$ cat src/rtl/memory_port_requester_if.sv
// Client request/response and memory-port signals of one memory_port_requester.
// master: the requester; slave: the client plus the memory port it talks to.
interface memory_port_requester_if #(
    parameter int unsigned ADDR_W = 12,
    parameter int unsigned DATA_W = 16,
    parameter int unsigned TAG_W  = 2
);
    logic              req_valid;
    logic              req_ready;
    logic [ADDR_W-1:0] req_addr;
    logic [DATA_W-1:0] req_data;
    logic              req_wen;
    logic              rsp_valid;
    logic              rsp_ready;
    logic [DATA_W-1:0] rsp_data;
    logic              rsp_wen;
    logic [TAG_W-1:0]  port_req_tag_in;
    logic [ADDR_W-1:0] port_addr;
    logic [DATA_W-1:0] port_data_in;
    logic              port_wen;
    logic              port_valid;
    logic              freeze_inputs;
    logic [TAG_W-1:0]  port_req_tag_out;
    logic [DATA_W-1:0] port_data_out;
    logic              port_valid_out;
    logic              protocol_error;

    modport master (
        input  req_valid, req_addr, req_data, req_wen, rsp_ready, freeze_inputs,
               port_req_tag_out, port_data_out, port_valid_out,
        output req_ready, rsp_valid, rsp_data, rsp_wen, port_req_tag_in, port_addr,
               port_data_in, port_wen, port_valid, protocol_error
    );

    modport slave (
        output req_valid, req_addr, req_data, req_wen, rsp_ready, freeze_inputs,
               port_req_tag_out, port_data_out, port_valid_out,
        input  req_ready, rsp_valid, rsp_data, rsp_wen, port_req_tag_in, port_addr,
               port_data_in, port_wen, port_valid, protocol_error
    );
endinterface

$ cat src/rtl/memory_port_requester.sv
// Tagged memory-port initiator: issues client requests with rotating tags and
// returns out-of-order memory responses to the client in issue order.
module memory_port_requester #(
    parameter int unsigned ADDR_W = 12,
    parameter int unsigned DATA_W = 16,
    parameter int unsigned TAG_W  = 2
) (
    input  logic                    clk,
    input  logic                    reset,
    memory_port_requester_if.master bus
);
    localparam int unsigned     Depth    = 2 ** TAG_W;
    localparam logic [TAG_W:0]  DepthCnt = (TAG_W + 1)'(Depth);

    logic [TAG_W-1:0]  issue_ptr_q, issue_ptr_d;
    logic [TAG_W-1:0]  ret_ptr_q, ret_ptr_d;
    logic [TAG_W:0]    count_q, count_d;
    logic [Depth-1:0]  alloc_q, alloc_d;
    logic [Depth-1:0]  done_q, done_d;
    logic [Depth-1:0]  wen_q, wen_d;
    logic [DATA_W-1:0] data_q [Depth];
    logic [DATA_W-1:0] data_d [Depth];

    logic              port_valid_q, port_valid_d;
    logic [TAG_W-1:0]  port_tag_q, port_tag_d;
    logic [ADDR_W-1:0] port_addr_q, port_addr_d;
    logic [DATA_W-1:0] port_data_q, port_data_d;
    logic              port_wen_q, port_wen_d;
    logic              err_q, err_d;

    logic              req_ready;
    logic              req_fire;
    logic              rsp_fire;
    logic              rsp_hit;
    logic [TAG_W-1:0]  rsp_tag;

    // A frozen, still-pending port request must not be overwritten.
    assign req_ready = (count_q < DepthCnt) && (!port_valid_q || !bus.freeze_inputs);
    assign req_fire  = bus.req_valid && req_ready;
    assign rsp_fire  = done_q[ret_ptr_q] && bus.rsp_ready;
    assign rsp_tag   = bus.port_req_tag_out;
    assign rsp_hit   = bus.port_valid_out && alloc_q[rsp_tag] && !done_q[rsp_tag];

    always_comb begin
        issue_ptr_d  = issue_ptr_q;
        ret_ptr_d    = ret_ptr_q;
        alloc_d      = alloc_q;
        done_d       = done_q;
        wen_d        = wen_q;
        data_d       = data_q;
        port_valid_d = port_valid_q;
        port_tag_d   = port_tag_q;
        port_addr_d  = port_addr_q;
        port_data_d  = port_data_q;
        port_wen_d   = port_wen_q;
        err_d        = err_q || (bus.port_valid_out && !rsp_hit);
        count_d      = count_q + (TAG_W + 1)'(req_fire) - (TAG_W + 1)'(rsp_fire);

        if (rsp_fire) begin
            alloc_d[ret_ptr_q] = 1'b0;
            done_d[ret_ptr_q]  = 1'b0;
            ret_ptr_d          = ret_ptr_q + TAG_W'(1);
        end

        if (req_fire) begin
            alloc_d[issue_ptr_q] = 1'b1;
            done_d[issue_ptr_q]  = 1'b0;
            wen_d[issue_ptr_q]   = bus.req_wen;
            issue_ptr_d          = issue_ptr_q + TAG_W'(1);
            port_valid_d         = 1'b1;
            port_tag_d           = issue_ptr_q;
            port_addr_d          = bus.req_addr;
            port_data_d          = bus.req_data;
            port_wen_d           = bus.req_wen;
        end else if (port_valid_q && !bus.freeze_inputs) begin
            port_valid_d = 1'b0;
        end

        // Responses never target the entry retiring this cycle (it is already done).
        if (rsp_hit) begin
            data_d[rsp_tag] = bus.port_data_out;
            done_d[rsp_tag] = 1'b1;
        end
    end

    always_ff @(posedge clk) begin
        if (reset) begin
            issue_ptr_q  <= '0;
            ret_ptr_q    <= '0;
            count_q      <= '0;
            alloc_q      <= '0;
            done_q       <= '0;
            wen_q        <= '0;
            data_q       <= '{default: '0};
            port_valid_q <= 1'b0;
            port_tag_q   <= '0;
            port_addr_q  <= '0;
            port_data_q  <= '0;
            port_wen_q   <= 1'b0;
            err_q        <= 1'b0;
        end else begin
            issue_ptr_q  <= issue_ptr_d;
            ret_ptr_q    <= ret_ptr_d;
            count_q      <= count_d;
            alloc_q      <= alloc_d;
            done_q       <= done_d;
            wen_q        <= wen_d;
            data_q       <= data_d;
            port_valid_q <= port_valid_d;
            port_tag_q   <= port_tag_d;
            port_addr_q  <= port_addr_d;
            port_data_q  <= port_data_d;
            port_wen_q   <= port_wen_d;
            err_q        <= err_d;
        end
    end

    assign bus.req_ready       = req_ready;
    assign bus.rsp_valid       = done_q[ret_ptr_q];
    assign bus.rsp_data        = data_q[ret_ptr_q];
    assign bus.rsp_wen         = wen_q[ret_ptr_q];
    assign bus.port_valid      = port_valid_q;
    assign bus.port_req_tag_in = port_tag_q;
    assign bus.port_addr       = port_addr_q;
    assign bus.port_data_in    = port_data_q;
    assign bus.port_wen        = port_wen_q;
    assign bus.protocol_error  = err_q;
endmodule

$ cat src/flat_wrapper.sv
// flat-port wrapper written by rule: the top's interface ports become plain ports
module memory_port_requester_flat 
#(
    parameter int unsigned ADDR_W = 12,
    parameter int unsigned DATA_W = 16,
    parameter int unsigned TAG_W  = 2
)
  (clk, reset, bus_req_valid, bus_req_addr, bus_req_data, bus_req_wen, bus_rsp_ready, bus_freeze_inputs, bus_port_req_tag_out, bus_port_data_out, bus_port_valid_out, bus_req_ready, bus_rsp_valid, bus_rsp_data, bus_rsp_wen, bus_port_req_tag_in, bus_port_addr, bus_port_data_in, bus_port_wen, bus_port_valid, bus_protocol_error);
  memory_port_requester_if #(.ADDR_W(ADDR_W), .DATA_W(DATA_W), .TAG_W(TAG_W)) bus_i ();
  input  logic clk;
  input  logic reset;
  input wire logic [$bits(bus_i.req_valid)-1:0] bus_req_valid;
  input wire logic [$bits(bus_i.req_addr)-1:0] bus_req_addr;
  input wire logic [$bits(bus_i.req_data)-1:0] bus_req_data;
  input wire logic [$bits(bus_i.req_wen)-1:0] bus_req_wen;
  input wire logic [$bits(bus_i.rsp_ready)-1:0] bus_rsp_ready;
  input wire logic [$bits(bus_i.freeze_inputs)-1:0] bus_freeze_inputs;
  input wire logic [$bits(bus_i.port_req_tag_out)-1:0] bus_port_req_tag_out;
  input wire logic [$bits(bus_i.port_data_out)-1:0] bus_port_data_out;
  input wire logic [$bits(bus_i.port_valid_out)-1:0] bus_port_valid_out;
  output wire logic [$bits(bus_i.req_ready)-1:0] bus_req_ready;
  output wire logic [$bits(bus_i.rsp_valid)-1:0] bus_rsp_valid;
  output wire logic [$bits(bus_i.rsp_data)-1:0] bus_rsp_data;
  output wire logic [$bits(bus_i.rsp_wen)-1:0] bus_rsp_wen;
  output wire logic [$bits(bus_i.port_req_tag_in)-1:0] bus_port_req_tag_in;
  output wire logic [$bits(bus_i.port_addr)-1:0] bus_port_addr;
  output wire logic [$bits(bus_i.port_data_in)-1:0] bus_port_data_in;
  output wire logic [$bits(bus_i.port_wen)-1:0] bus_port_wen;
  output wire logic [$bits(bus_i.port_valid)-1:0] bus_port_valid;
  output wire logic [$bits(bus_i.protocol_error)-1:0] bus_protocol_error;
  assign bus_i.req_valid = bus_req_valid;
  assign bus_i.req_addr = bus_req_addr;
  assign bus_i.req_data = bus_req_data;
  assign bus_i.req_wen = bus_req_wen;
  assign bus_i.rsp_ready = bus_rsp_ready;
  assign bus_i.freeze_inputs = bus_freeze_inputs;
  assign bus_i.port_req_tag_out = bus_port_req_tag_out;
  assign bus_i.port_data_out = bus_port_data_out;
  assign bus_i.port_valid_out = bus_port_valid_out;
  assign bus_req_ready = bus_i.req_ready;
  assign bus_rsp_valid = bus_i.rsp_valid;
  assign bus_rsp_data = bus_i.rsp_data;
  assign bus_rsp_wen = bus_i.rsp_wen;
  assign bus_port_req_tag_in = bus_i.port_req_tag_in;
  assign bus_port_addr = bus_i.port_addr;
  assign bus_port_data_in = bus_i.port_data_in;
  assign bus_port_wen = bus_i.port_wen;
  assign bus_port_valid = bus_i.port_valid;
  assign bus_protocol_error = bus_i.protocol_error;
  memory_port_requester #(.ADDR_W(ADDR_W), .DATA_W(DATA_W), .TAG_W(TAG_W)) u_core (.clk(clk), .reset(reset), .bus(bus_i));
endmodule
$ cat config.mk
export PLATFORM = sky130hd
export DESIGN_NAME = memory_port_requester_flat
export DESIGN_NICKNAME = d
export VERILOG_FILES = /design/src/rtl/memory_port_requester_if.sv /design/src/rtl/memory_port_requester.sv /design/src/flat_wrapper.sv
export SDC_FILE = /design/constraint.sdc
export NUM_CORES = 1
export LEC_CHECK = 0
export CORE_AREA = 4 4 128 130
export DETAILED_ROUTE_END_ITERATION = 16
export DIE_AREA = 0 0 132 134
export PLACE_DENSITY_LB_ADDON = 0.25
export REMOVE_ABC_BUFFERS = 1
export SETUP_SLACK_MARGIN = 0.4
export SLEW_MARGIN = 5
export SYNTH_ARGS = -nofsm -noshare
export SYNTH_HDL_FRONTEND = slang
export SYNTH_SLANG_ARGS = --single-unit
export TNS_END_PERCENT = 20
$ cat constraint.sdc
create_clock -name clk -period 4.25 [get_ports clk]
set_input_delay 0.85 -clock clk [delete_from_list [all_inputs] [get_ports clk]]
set_output_delay 0.85 -clock clk [all_outputs]
set_load 0.01 [all_outputs]
==> impl_results.rst, run 1 <==
Synthesis and place-and-route
=============================

.. list-table::
   :header-rows: 1

   * - Metric
     - Value
   * - Placement row count
     - 45
   * - Count of instantiated cells in the yosys netlist
     - 599
   * - Remaining routing DRC violations
     - 0
   * - Async SR Flop Fraction
     - 0%
   * - Wl on met1
     - 6730 microns
   * - Area of combinational cells with multiple inputs
     - 2530 sq um
   * - Share of post-route cells with drive strength above 1
     - 8.97%
   * - Initial detailed-routing violation count
     - 407
   * - Avg Inst Size Synth
     - 8.74 sq um
   * - Floorplan-stage core utilization
     - 34.6%
   * - Total track usage
     - 17.8%
   * - R2R Path Start
     - u_core.ret_ptr_q[0]$_SDFFE_PP0N_
   * - Clk tree area frac
     - 8.41%
   * - Fraction of area in registers
     - 33.9%
   * - Met2 usage in global routing
     - 28.0%
   * - Routed vias/inst
     - 5.56
   * - Mux contribution to synthesized area
     - 8.18%
   * - Crit path to
     - bus_rsp_valid
   * - Fill cell total of the finished layout
     - 1432
   * - Biggest fanout along the worst timing path
     - 20
   * - Wire length after detailed routing
     - 15300 microns
   * - Number of hold-repair buffers added at the cts stage
     - 0
   * - Top_reg_cell synth
     - sky130_fd_sc_hd__dfxtp_1
   * - Total power per unit cell area
     - 453 nW/um^2
   * - Period utilisation layout
     - 77.5%
   * - TritonCTS Buffers
     - 17
   * - Met3 global-route usage
     - 6.71%
   * - Tool warnings
     - 31
   * - Reg area
     - 2320 sq um
   * - Reg2reg setup slack
     - 1.21 ns
   * - Largest clock skew in the final design
     - 0.00623 ns
   * - Final Max Tran Viols
     - 0
   * - Wire length of the first global-routing pass
     - 25200 microns
   * - Highest layer used for signal routing
     - met4
   * - Sum of met3 wire segment lengths after detailed routing
     - 1270 microns
   * - Met2 WL post-DR
     - 7080 microns
   * - Internal Pwr Total
     - 0.00229 W
   * - Standby leakage power
     - 2.27 nW
   * - Top-Level Pins
     - 105
   * - Area growth from synthesis to final layout
     - 31.0%
   * - Inverters excl. clock
     - 21
   * - Net Switching
     - 0.000817 W
   * - Clock Pin Slew Worst Setup and Hold Paths
     - 0.05 ns
   * - Dominant cells by area after synthesis
     - sky130_fd_sc_hd__dfxtp_1 (44%), sky130_fd_sc_hd__nand3_1 (10%), sky130_fd_sc_hd__a21oi_1 (9.8%), sky130_fd_sc_hd__mux4_2 (7.3%), sky130_fd_sc_hd__o21ai_0 (7.3%)
   * - TAP cells
     - 188
   * - Count of buffers added by post-CTS timing repair for setup
     - 0
   * - Antenna Diode Count
     - 0
   * - Registers, synthesis
     - 116
   * - Net Sw Frac
     - 26.3%
   * - CP Capture Type
     - primary output
   * - Average wire per standard cell
     - 17.6 microns
   * - Std-Cell Core Area
     - 15100 sq um
   * - Aoi/oai-family share of the synthesized area
     - 22.4%
   * - Worst slack at placement
     - 0.935 ns
   * - Syn Std Cell Area
     - 5230 sq um
   * - CTS HTree Levels
     - 4
   * - Post-route ant nets
     - 0
   * - Chain of cells forming the critical path
     - buf_4, mux2i_1, mux2i_1, clkdlybuf4s50_1
   * - Sum of overflow across all layers after global routing
     - 0
   * - Met1 global-route usage
     - 21.9%
   * - Worst R2R End
     - u_core.count_q[2]$_SDFF_PP0_
   * - Result of the run
     - completed
   * - RePlAce Congestion
     - 0.757
   * - Start point of the critical path
     - u_core.ret_ptr_q[0]$_SDFFE_PP0N_
   * - Clock net sink count
     - 116
   * - Sum of negative setup slack
     - 0 ns
   * - Post-synth top area cell
     - sky130_fd_sc_hd__dfxtp_1
   * - Logic depth of the worst path, buffers included
     - 4
   * - Area fraction in and, or, nand and nor cells
     - 14.6%
   * - Top non-seq family
     - AND-OR/OR-AND gates
   * - Family with the most delay on the worst path
     - buffers and inverters
   * - GRT busiest layer
     - met2
   * - Buffers, non-clock
     - 114
   * - CTS root buf
     - sky130_fd_sc_hd__clkbuf_16
   * - Number of instances in the synthesized netlist
     - 599
   * - Final hold viol count
     - 0
   * - Floorplan die width
     - 132 microns
   * - Crit path DRT
     - 3.40 ns
   * - Initial antenna violation count
     - 0
   * - Layout buffering overhead excluding clock cells
     - 16.2%
   * - Clock period minus worst slack
     - 3.29 ns
   * - Total Nets Final
     - 732
[run 1: per-stage QoR]
| step | std cells | hold slack, ns | total power [W] | area, sq um | util, % |
|---|---|---|---|---|---|
| after floorplan | 535 | 0.434 | 0.00146 | 4930 | - |
| after detailed placement | 837 | 0.458 | 0.00174 | 6280 | 41.5 |
| after CTS | 868 | 0.465 | 0.00314 | 6860 | 45.3 |
| after global placement | 837 | 0.446 | 0.00173 | 6280 | 41.5 |
| final | 868 | 0.462 | 0.00311 | 6860 | 45.3 |
| after global routing | 868 | 0.495 | 0.00325 | 6860 | 45.3 |
[run 1: worst min-delay path by stage]
stage	start	to	slack (ns)	depth (start not counted)
after floorplan	u_core.data_q[40]$_SDFFE_PP0P_	u_core.data_q[40]$_SDFFE_PP0P_	0.43	2
after global placement	u_core.alloc_q[0]$_SDFF_PP0_	u_core.alloc_q[0]$_SDFF_PP0_	0.45	2
after detailed placement	u_core.alloc_q[0]$_SDFF_PP0_	u_core.alloc_q[0]$_SDFF_PP0_	0.46	2
after CTS	u_core.alloc_q[0]$_SDFF_PP0_	u_core.alloc_q[0]$_SDFF_PP0_	0.47	2
after global routing	u_core.data_q[11]$_SDFFE_PP0P_	u_core.data_q[11]$_SDFFE_PP0P_	0.49	2
final	u_core.alloc_q[0]$_SDFF_PP0_	u_core.alloc_q[0]$_SDFF_PP0_	0.46	2
[run 1: cells in the mapped netlist (2+ instances only)]
library cell / count
sky130_fd_sc_hd__a21oi_1: 102
sky130_fd_sc_hd__and2_1: 2
sky130_fd_sc_hd__and3b_1: 2
sky130_fd_sc_hd__buf_1: 2
sky130_fd_sc_hd__buf_2: 22
sky130_fd_sc_hd__buf_6: 5
sky130_fd_sc_hd__clkbuf_1: 34
sky130_fd_sc_hd__dfxtp_1: 116
sky130_fd_sc_hd__ha_1: 10
sky130_fd_sc_hd__inv_1: 21
sky130_fd_sc_hd__mux2i_1: 2
sky130_fd_sc_hd__mux4_2: 17
sky130_fd_sc_hd__nand2_1: 8
sky130_fd_sc_hd__nand2b_1: 3
sky130_fd_sc_hd__nand3_1: 105
sky130_fd_sc_hd__nand3b_1: 2
sky130_fd_sc_hd__nand4_1: 5
sky130_fd_sc_hd__nor2_1: 6
sky130_fd_sc_hd__nor2b_1: 3
sky130_fd_sc_hd__nor3_1: 3
sky130_fd_sc_hd__nor3b_4: 2
sky130_fd_sc_hd__o21ai_0: 76
sky130_fd_sc_hd__o21ai_1: 22
sky130_fd_sc_hd__o2bb2ai_1: 3
sky130_fd_sc_hd__o31ai_1: 4
sky130_fd_sc_hd__o32ai_1: 5
sky130_fd_sc_hd__o41ai_1: 3
sky130_fd_sc_hd__or3b_1: 2
[run 1: state kept, by name, indices dropped and copies added, names as in the netlist, 2 cells and up]
| name | cells |
|---|---|
| u_core.alloc_q | 4 |
| u_core.bus.port_addr | 12 |
| u_core.bus.port_data_in | 16 |
| u_core.bus.port_req_tag_in | 2 |
| u_core.count_q | 3 |
| u_core.data_q | 64 |
| u_core.done_q | 4 |
| u_core.issue_ptr_q | 2 |
| u_core.ret_ptr_q | 2 |
| u_core.wen_q | 4 |
### Selected gate families, run 1

Scale bar: 50 microns.
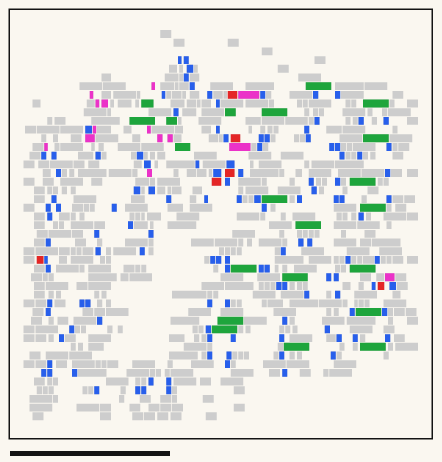
- magenta: nor cells (cells 14)
- red: and/or cells (cells 6)
- green: mux cells (cells 21)
- blue: nand cells (cells 123)
logic gate fraction of the total cell area: 36.9%
most used logic cell in the final layout: sky130_fd_sc_hd__dfxtp_1
post-route non-filler standard cell count: 868

### Routed metal per tile, run 1

26 x 27 tiles, from black (low) to pale yellow (high), scaled to the fullest tile. Values are wire area over tile area, all layers added.
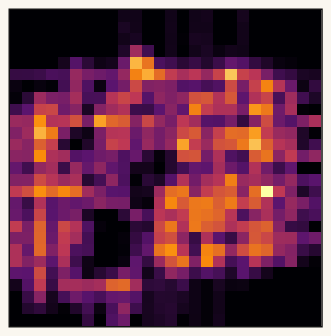
- emptiest ninth of the die: top left
- fullest tile: 0.55
- tiles over half the peak: 17%
- mean over tiles: 0.14
- nearly empty tiles: 23%

### Clock wires, drivers and flops, run 1

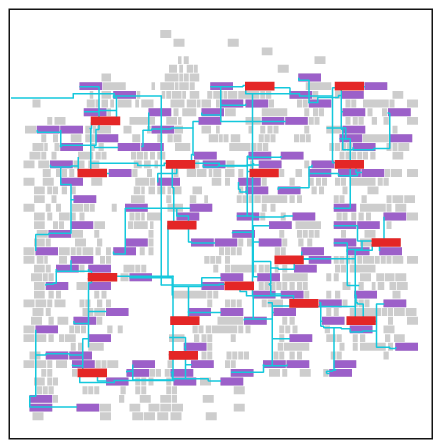
- purple: flip-flops (count 116)
- cyan: clock wires (length 1680 microns)
- red: clock-net drivers (count 17)
- routed clock nets: 18
clk latency late pin: 0.43 ns
power in the clock group: 0.00139 W
clock share of power: 44.7%

### Zoomed window, run 1

Scale bar: 10 microns. Region (54, 28) to (79, 53) microns. Cells in gray, sequential cells in the stronger gray; small squares are vias.
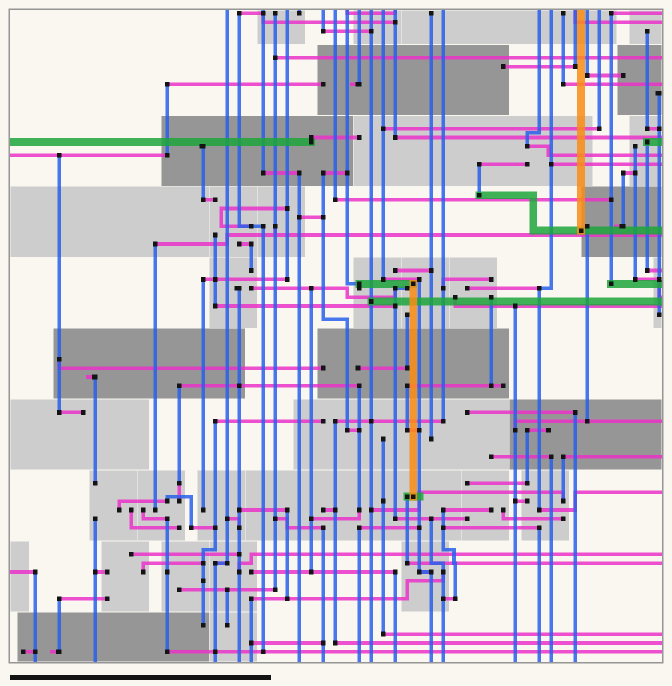
- blue: M2
- orange: M4
- green: M3
- magenta: M1
- most frequent: a21oi_1 (6), dfxtp_1 (6), nand3_1 (5)
- netlist names of flops here include: `u_core.data_q` (6)
- sequential cells in the window: 6
- cells with their middle in the window: 28

### Placed standard cells, run 1

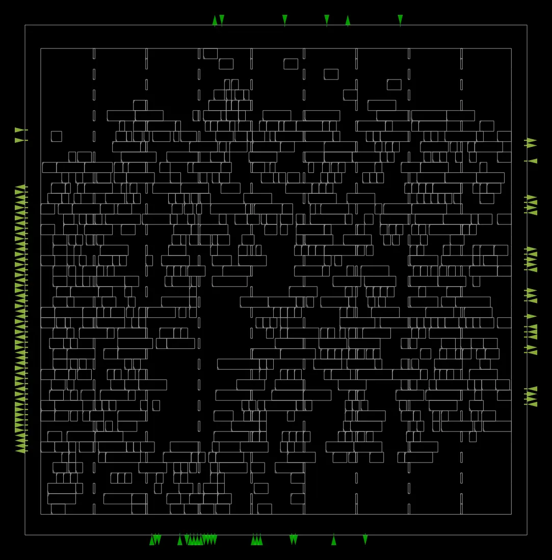

==> run 2: changes to the inputs <==
- clock period: 4.25 -> 2.9 ns (I/O delays scaled with it)
### Placed standard cells, run 2

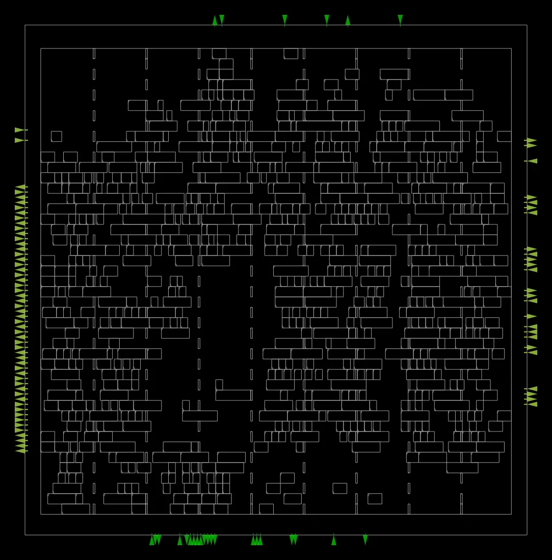
fraction of area in registers: 33.0%
fraction of the core area covered by cells at the end of the flow: 46.5%
placement row count: 45

### Zoomed window, run 2

Scale bar: 10 microns. Region (54, 28) to (79, 53) microns. Cells in gray, sequential cells in the stronger gray; small squares are vias.
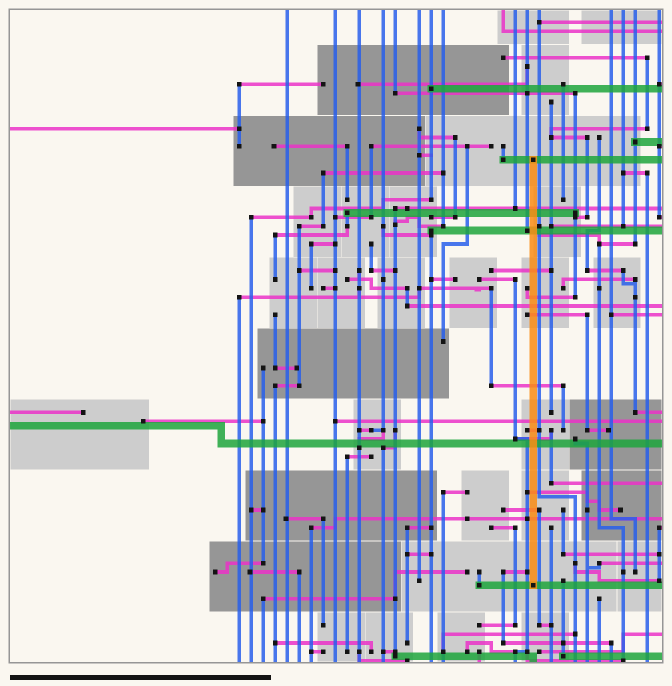
- blue: M2
- green: M3
- orange: M4
- magenta: M1
- sequential cells in the window: 5
- netlist names of flops here include: `u_core.data_q` (5)
- most frequent: a21oi_1 (7), nand3_1 (6), dfxtp_1 (5)
- cells with their middle in the window: 28

### Selected gate families, run 2

Scale bar: 50 microns.
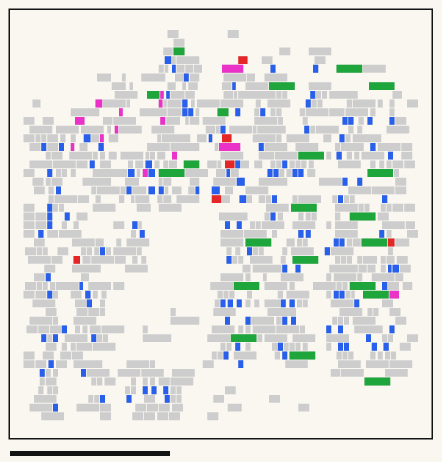
- green: mux cells (cells 21)
- blue: nand cells (cells 123)
- red: and/or cells (cells 6)
- magenta: nor cells (cells 14)
logic gate fraction of the total cell area: 35.9%
post-route non-filler standard cell count: 887

==> run 2 against run 1 <==
  * Die area is the same
  * Sequential share of layout area shrank 0.84 points
  * Setup slack lost 0.66 ns
  * Critical endpoint is now bus_rsp_data[3]
==> impl_results.rst, run 2 <==
Synthesis and place-and-route
=============================

.. list-table::
   :header-rows: 1

   * - Metric
     - Value
   * - Result of the run
     - completed
   * - Most numerous cell in the Yosys netlist
     - sky130_fd_sc_hd__dfxtp_1
   * - Maximum number of pins on one net before global-route repair
     - 50
   * - Yosys synthesis chip area
     - 5230 sq um
   * - Sum of overflow across all layers after global routing
     - 0
   * - Crit path to
     - bus_rsp_data[3]
   * - Clk latency late pin
     - 0.41 ns
   * - Count of instantiated cells in the yosys netlist
     - 599
   * - Registers, synthesis
     - 116
   * - Synth Seq Share
     - 44.4%
   * - RePlAce Congestion
     - 0.767
   * - Post-route ant nets
     - 0
   * - Reg2reg setup slack
     - 0.48 ns
   * - Area growth from synthesis to final layout
     - 34.7%
   * - Number of setup violations in the final report
     - 0
   * - Total track usage
     - 18.0%
   * - Top_reg_cell synth
     - sky130_fd_sc_hd__dfxtp_1
   * - Classification of the worst-slack hold path
     - register to register
   * - Average wire per standard cell
     - 17.9 microns
   * - Wire length of the first global-routing pass
     - 25700 microns
   * - Floorplan die width
     - 132 microns
   * - Worst endpoint data arrival time
     - 2.02 ns
   * - Top-Level Pins
     - 105
   * - Total power per unit cell area
     - 636 nW/um^2
   * - Total number of vias
     - 4951
   * - Number of hold-repair buffers added at the cts stage
     - 0
   * - CTS HTree Levels
     - 4
   * - DRT Pass-1 Iters
     - 5
   * - Cell area after placement
     - 6400 sq um
   * - Antenna Diode Count
     - 0
   * - Port bufs
     - 104
   * - Start point of the critical path
     - u_core.ret_ptr_q[1]$_SDFFE_PP0N_
   * - Flip-flop count of the largest register after layout
     - 64
   * - Number of instances in the synthesized netlist
     - 599
   * - Most used logic cell in the final layout
     - sky130_fd_sc_hd__dfxtp_1
   * - Worst R2R End
     - u_core.count_q[2]$_SDFF_PP0_
   * - Die extent in y
     - 134 microns
   * - Wire length after detailed routing
     - 15900 microns
   * - Worst vdd ir
     - 0.400 mV
   * - Routed vias/inst
     - 5.58
   * - Clock net sink count
     - 116
   * - Initial antenna violation count
     - 0
   * - Standby leakage power
     - 2.45 nW
   * - Top Layout Cells
     - sky130_fd_sc_hd__dfxtp_1 (114), sky130_fd_sc_hd__nand3_1 (105), sky130_fd_sc_hd__a21oi_1 (102), sky130_fd_sc_hd__clkdlybuf4s50_1 (97), sky130_fd_sc_hd__o21ai_0 (76)
   * - Tool warnings
     - 33
   * - Worst-margin pin slew
     - 0.778 ns
   * - Fin area
     - 7050 sq um
   * - Clock period minus worst slack
     - 2.60 ns
   * - Final Max Tran Viols
     - 0
   * - Die area
     - 17700 sq um
   * - Clock Pin Slew Worst Setup and Hold Paths
     - 0.05 ns
   * - Async SR Flop Fraction
     - 0%
   * - Floorplan-stage core utilization
     - 34.6%
   * - Period utilisation layout
     - 89.6%
   * - DP HPWL
     - 9700 microns
   * - Vias in the first global route
     - 5101
   * - Post-synth top area cell
     - sky130_fd_sc_hd__dfxtp_1
   * - Number of warning messages in the yosys log
     - 0
   * - Area leader share
     - 44.4%
   * - Final critical-path setup slack
     - 0.300 ns
   * - Commonest cells in the synthesized netlist
     - sky130_fd_sc_hd__dfxtp_1 (116), sky130_fd_sc_hd__nand3_1 (105), sky130_fd_sc_hd__a21oi_1 (102), sky130_fd_sc_hd__o21ai_0 (76), sky130_fd_sc_hd__clkbuf_1 (34)
   * - Number of flops mapped to enable cells by yosys
     - 0
   * - TritonCTS Buffers
     - 17
   * - Crit path DRT
     - 2.32 ns
   * - Reg with most FFs
     - u_core.data_q
   * - Number of max-cap violations
     - 0
   * - TritonCTS clock tree
     - built
   * - Setup repair after global routing missed its margin
     - true
   * - Crit path launch type
     - register
   * - Highest achievable clock rate
     - 385 MHz
   * - CTS max path bufs
     - 2
   * - Share of post-route cells with drive strength above 1
     - 11.7%
   * - Remaining routing DRC violations
     - 0
   * - Classification of the worst setup path
     - register to primary output
   * - Count of distinct cell types in the synthesized netlist
     - 40
   * - Sum of negative setup slack
     - 0 ns
   * - FF-to-FF path depth
     - 11
   * - Dominant cells by area after synthesis
     - sky130_fd_sc_hd__dfxtp_1 (44%), sky130_fd_sc_hd__nand3_1 (10%), sky130_fd_sc_hd__a21oi_1 (9.8%), sky130_fd_sc_hd__mux4_2 (7.3%), sky130_fd_sc_hd__o21ai_0 (7.3%)
   * - Final hold viol count
     - 0
   * - CP Capture Type
     - primary output
   * - Largest clock skew in the final design
     - 0.00829 ns
   * - R2R Path Start
     - u_core.ret_ptr_q[0]$_SDFFE_PP0N_
   * - CTS root buf
     - sky130_fd_sc_hd__clkbuf_16
   * - Total Nets Final
     - 752
   * - Biggest fanout along the worst timing path
     - 12
   * - Syn Std Cell Area
     - 5230 sq um
   * - Worst-case headroom to the max-slew limit
     - 48.1%
   * - Worst slack at placement
     - -0.0154 ns
   * - Initial detailed-routing violation count
     - 242
   * - Avg Inst Size Synth
     - 8.74 sq um
   * - Std-Cell Core Area
     - 15100 sq um
   * - Total power of the final layout
     - 0.00448 W
==> run 2: worst min path at each step <==
stage	startpoint	to	slack (ns)	depth (start not counted)
2_1_floorplan	u_core.data_q[40]$_SDFFE_PP0P_	u_core.data_q[40]$_SDFFE_PP0P_	0.43	2
3_3_place_gp	u_core.alloc_q[1]$_SDFF_PP0_	u_core.alloc_q[1]$_SDFF_PP0_	0.44	2
3_5_place_dp	u_core.alloc_q[0]$_SDFF_PP0_	u_core.alloc_q[0]$_SDFF_PP0_	0.45	2
4_1_cts	u_core.alloc_q[0]$_SDFF_PP0_	u_core.alloc_q[0]$_SDFF_PP0_	0.47	2
5_1_grt	u_core.wen_q[2]$_SDFFE_PP0P_	u_core.wen_q[2]$_SDFFE_PP0P_	0.49	2
6_report	u_core.alloc_q[0]$_SDFF_PP0_	u_core.alloc_q[0]$_SDFF_PP0_	0.46	2
==> run 2: cells by family (layout without fill, tap and decap cells) <==
kind of cell / after synthesis / in the layout / share of synthesized area (%)
buf+inv: 85 / 185 / 7.36
fa+ha+maj: 11 / 11 / 2.77
simple gates: 143 / 143 / 14.6
xor+xnor: 2 / 2 / 0.335
flops: 116 / 116 / 44.4
mux: 21 / 21 / 8.18
compound gates: 221 / 221 / 22.4
==> run 2: stage by stage <==
stage | std cells | hold WS [ns]
finish | 887 | 0.465
floorplan | 535 | 0.434
global placement | 851 | 0.444
CTS | 885 | 0.467
global route | 887 | 0.488
detailed placement | 851 | 0.455
==> run 2: final cells by class <==
| class | instances | area (sq um) |
|---|---|---|
| flip-flops and latches | 116 | 2330 |
| fillers | 1417 | 8100 |
| well taps | 188 | 235 |
| repair buffers | 134 | 1330 |
| clock inverters | 5 | 50.0 |
| inverters | 21 | 78.8 |
| clock buffers | 25 | 495 |
| multi-input cells | 398 | 2530 |
==> run 2: per-layer routing <==
layer / up-vias / wire length, microns / global-route usage (%)
met5: - / 0 / 0
met4: 0 / 208 / 6.77
met3: 21 / 1160 / 6.64
met2: 172 / 7820 / 30.5
met1: 2409 / 6680 / 20.9
li1: 2349 / - / -
==> run 2: report_power, final <==
part           internal [W]  leakage (nW)  switching (W)  total, W
clock network       0.00125         0.273       0.000694   0.00194
registers           0.00169         0.943      0.0000609   0.00176
logic              0.000345          1.23       0.000436  0.000780
total               0.00329          2.45        0.00119   0.00448
==> run 2: what timing repair did <==
| action | CTS | global route |
|---|---|---|
| setup buffers | 3 | 2 |
| resized | 9 | 3 |
| cloned | 1 | 0 |
| endpoints found under the setup margin | 19 | 17 |
==> run 2: critical path, cell delays in order (launching register included) <==
cell and delay [ns]:
sky130_fd_sc_hd__dfxtp_2 0.39, sky130_fd_sc_hd__buf_12 0.18, sky130_fd_sc_hd__mux4_2 0.54, sky130_fd_sc_hd__clkdlybuf4s50_1 0.50
Power is estimated from default activity; no workload was simulated.
